**Sequential cells coloured by netlist name**

Other sequential cells in the stronger grey, the rest of the logic in the fainter grey.
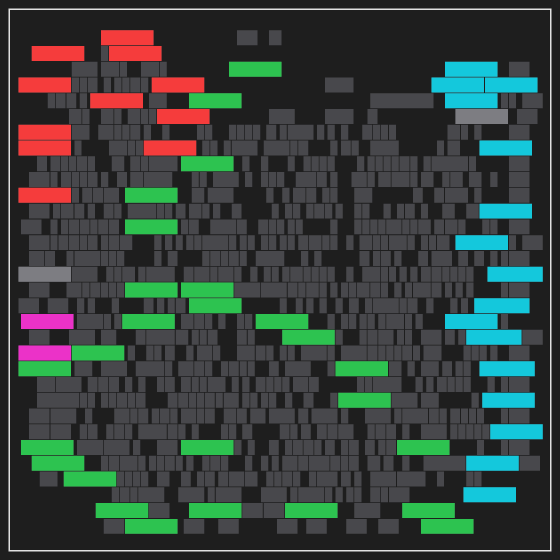
**The clock network**

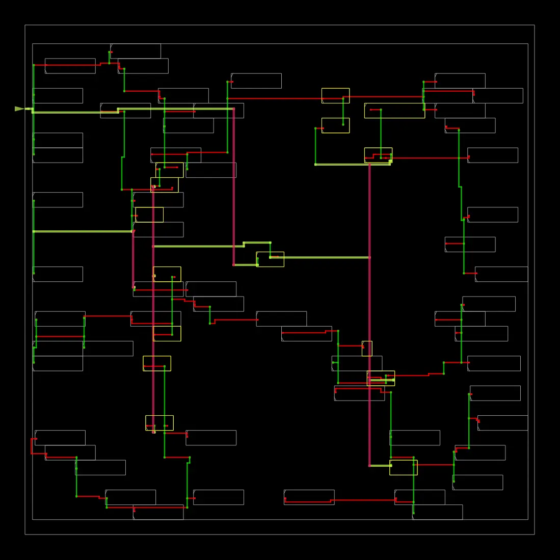
**Clock wires, drivers and flops**

Bar = 20 um.
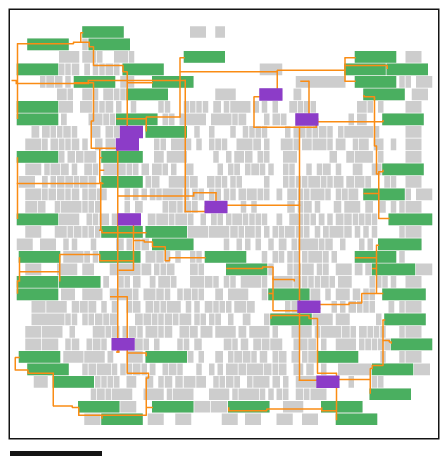
**config.mk**
```make
export PLATFORM = sky130hd
export DESIGN_NAME = gate_cal_ctrl
export DESIGN_NICKNAME = d
export VERILOG_FILES = /design/src/rtl/gate_cal_ctrl.sv
export SDC_FILE = /design/constraint.sdc
export NUM_CORES = 1
export LEC_CHECK = 0
export ABC_AREA = 1
export CAP_MARGIN = 20
export CORE_UTILIZATION = 55
export DETAILED_ROUTE_END_ITERATION = 10
export GPL_TIMING_DRIVEN = 0
export PLACE_DENSITY = 0.88
export SETUP_SLACK_MARGIN = 0.3
export SLEW_MARGIN = 20
export SYNTH_ARGS = -nofsm -noshare
export SYNTH_HDL_FRONTEND = slang
export SYNTH_SLANG_ARGS = --single-unit
```
**constraint.sdc**
```tcl
create_clock -name clk -period 3.1 [get_ports clk]
set_input_delay 0.465 -clock clk [delete_from_list [all_inputs] [get_ports clk]]
set_output_delay 0.465 -clock clk [all_outputs]
set_load 0.05 [all_outputs]
```
**src/rtl/gate_cal_ctrl.sv**
```systemverilog
// Noise-gate calibration controller: measures mean RMS over 2^LOG2_CAL samples and writes threshold = mean x margin.
// Optional define GATE_CAL_MANUAL_EN adds a direct threshold write port (thresh_wr / thresh_wdata), honoured only in IDLE.
module gate_cal_ctrl #(
    parameter int          SETTLE_SAMPLES = 256,
    parameter int          LOG2_CAL       = 10,
    parameter logic [15:0] MARGIN_Q8      = 16'd384,
    parameter logic [15:0] THRESH_MIN     = 16'd256,
    parameter logic [15:0] THRESH_DEFAULT = 16'd1200
) (
    input  logic        clk,
    input  logic        rst,
    input  logic        s_valid,
    input  logic [15:0] rms_in,
    input  logic        cal_start,
    input  logic        cal_abort,
`ifdef GATE_CAL_MANUAL_EN
    input  logic        thresh_wr,
    input  logic [15:0] thresh_wdata,
`endif
    output logic [15:0] thresh_q15,
    output logic        cal_busy,
    output logic        mute,
    output logic        cal_done,
    output logic [1:0]  cal_state
);

    typedef enum logic [1:0] {
        ST_IDLE    = 2'd0,
        ST_SETTLE  = 2'd1,
        ST_MEASURE = 2'd2,
        ST_COMPUTE = 2'd3
    } state_t;

    localparam int ACC_W = 16 + LOG2_CAL;
    localparam int SET_W = $clog2(SETTLE_SAMPLES + 1);
    localparam int CNT_W = (SET_W > LOG2_CAL + 1) ? SET_W : LOG2_CAL + 1;
    localparam logic [CNT_W-1:0] SETTLE_LAST = CNT_W'(SETTLE_SAMPLES - 1);
    localparam logic [CNT_W-1:0] MEAS_LAST   = CNT_W'((32'd1 << LOG2_CAL) - 32'd1);

    state_t             r_state;
    logic [CNT_W-1:0]   r_cnt;
    logic [ACC_W-1:0]   r_acc;
    logic [15:0]        r_thresh;
    logic               r_busy;
    logic               r_done;

    logic [15:0]        w_mean;
    logic [23:0]        w_scaled;
    logic [15:0]        w_thresh;

    // Threshold arithmetic reads only registered accumulator state, so no input reaches an output combinationally.
    assign w_mean   = 16'(r_acc >> LOG2_CAL);
    assign w_scaled = 24'((32'(w_mean) * 32'(MARGIN_Q8)) >> 8);

    always_comb begin
        w_thresh = (w_scaled > 24'h007FFF) ? 16'h7FFF : w_scaled[15:0];
        if (w_thresh < THRESH_MIN) begin
            w_thresh = THRESH_MIN;
        end
    end

`ifdef GATE_CAL_MANUAL_EN
    logic [15:0] w_wr_val;
    assign w_wr_val = (thresh_wdata > 16'h7FFF) ? 16'h7FFF : thresh_wdata;
`endif

    always_ff @(posedge clk or posedge rst) begin
        if (rst) begin
            r_state  <= ST_IDLE;
            r_cnt    <= '0;
            r_acc    <= '0;
            r_thresh <= THRESH_DEFAULT;
            r_busy   <= 1'b0;
            r_done   <= 1'b0;
        end else begin
            r_done <= 1'b0;
            case (r_state)
                ST_IDLE: begin
`ifdef GATE_CAL_MANUAL_EN
                    if (thresh_wr) begin
                        r_thresh <= w_wr_val;
                    end
`endif
                    // Abort alongside start cancels the start even from IDLE.
                    if (cal_start && !cal_abort) begin
                        r_state <= ST_SETTLE;
                        r_cnt   <= '0;
                        r_acc   <= '0;
                        r_busy  <= 1'b1;
                    end
                end
                ST_SETTLE: begin
                    if (cal_abort) begin
                        r_state <= ST_IDLE;
                        r_busy  <= 1'b0;
                    end else if (s_valid) begin
                        if (r_cnt == SETTLE_LAST) begin
                            r_state <= ST_MEASURE;
                            r_cnt   <= '0;
                        end else begin
                            r_cnt <= r_cnt + 1'b1;
                        end
                    end
                end
                ST_MEASURE: begin
                    if (cal_abort) begin
                        r_state <= ST_IDLE;
                        r_busy  <= 1'b0;
                    end else if (s_valid) begin
                        r_acc <= r_acc + ACC_W'(rms_in);
                        if (r_cnt == MEAS_LAST) begin
                            r_state <= ST_COMPUTE;
                            r_cnt   <= '0;
                        end else begin
                            r_cnt <= r_cnt + 1'b1;
                        end
                    end
                end
                ST_COMPUTE: begin
                    r_state <= ST_IDLE;
                    r_busy  <= 1'b0;
                    if (!cal_abort) begin
                        r_thresh <= w_thresh;
                        r_done   <= 1'b1;
                    end
                end
                default: begin
                    r_state <= ST_IDLE;
                    r_busy  <= 1'b0;
                end
            endcase
        end
    end

    assign thresh_q15 = r_thresh;
    assign cal_busy   = r_busy;
    assign mute       = r_busy;
    assign cal_done   = r_done;
    assign cal_state  = r_state;

endmodule
```
==> impl_metrics.yaml <==
# yosys + openroad results
run_status:
  status: "completed"
final_layout:
  largest_reg_flops: 26
  mi_logic_area_um2: 2760
  comb_area_share_pct: 51.8
  stdcell_area_um2: 5330
  comb_cells: 516
  nonClkBufAreaFrac_pct: 8.20
  largest_class: "multi-input combinational cells"
  nNetsFinal: 785
  clockBufferCount: 13
cts:
  post_cts_buffers: 0
  cts_max_path_buffers: 2
  clockRootBuffer: "clkbuf_8"
  clkTransAtPathRegs_ps: 60
  clk_latency_ps: 350
sta:
  drv_slew: 0
  worst_pin_slew_ps: 708
  rsz0062_at_grt: "no"
  fin_tns_setup_ps: 0
logic_synthesis:
  synthArstFlopShare_pct: 100
  yosys-stat-cells: 673
  syn_area_um2: 4570
  yosys_area_um2: 4570
  ys_sh_mux_pct: 0
  netlist_top_cells_count: "205 x nand2_1, 88 x inv_1, 65 x nor2_1"
  simple_gate_area_share_pct: 33.5
  top_cell_area_share_pct: 29.0
  synth_flops: 57
  synth_nets: 733
setup_path:
  critPathLaunch: "rms_in[0]"
  crit_buf_inv: 1
  worstSetupEndpoint: "r_acc[24]"
  required_ps: 3380
  r2r-end: "r_acc[6]"
  crit_family: "simple AND/OR/NAND/NOR gates"
  r2r_start: "cal_state[0]"
min_path:
  min_from: "thresh_q15[5]"
  holdPathStages: 2
drt:
  via_per_inst: 5.40
  routedWlPerCell_um: 12.8
floorplan:
  core_um2: 7890
global_route:
  grt_pass1_wl_um: 18400
  grt-ovfl-total: 0
placement:
  io_buffers: 41
## Picture notes: 'sequential cells coloured by netlist name'
colour	name in the netlist	sequential cells
red	r_cnt	11
green	r_acc	26
magenta	cal_state	2
cyan	thresh_q15	16
not coloured	2

## Picture notes: 'the clock network'
Sinks on Clock Net: 57
clock skew: 8.82 ps
total CTS buffers: 9
seq_cells: 57
Power Clock: 0.000764 W

## Picture notes: 'clock wires, drivers and flops'
[orange] clock wires | length: 906 um
[purple] cells driving clock nets | count: 9
[green] flip-flops | count: 57
flops lie	widely spread
routed clock nets	10

## routing by layer
layer	share of wire [%]	GRT usage (%)	wire, um	vias to the layer above
met3	4.2	3.33	443	18
met4	1.8	11.8	196	0
met5	0	0	0	-
met2	48	45.1	5100	119
met1	46	33.9	4920	2064
li1	-	-	-	2287
## cells by family (layout without fill, tap and decap cells)
group | Yosys count | count (layout)
AND-OR/OR-AND | 106 | 106
XOR/XNOR | 14 | 14
adder cells (fa/ha/maj) | 39 | 39
buffers and inverters | 100 | 156
flip-flops | 57 | 57
AND/OR/NAND/NOR | 357 | 357
## report_power, final
group | internal (W) | switching [W]
Combinational | 0.000530 | 0.00114
Sequential | 0.000901 | 0.000110
Clock | 0.000453 | 0.000311
Total | 0.00188 | 0.00156
Power and IR drop assume default switching activity.
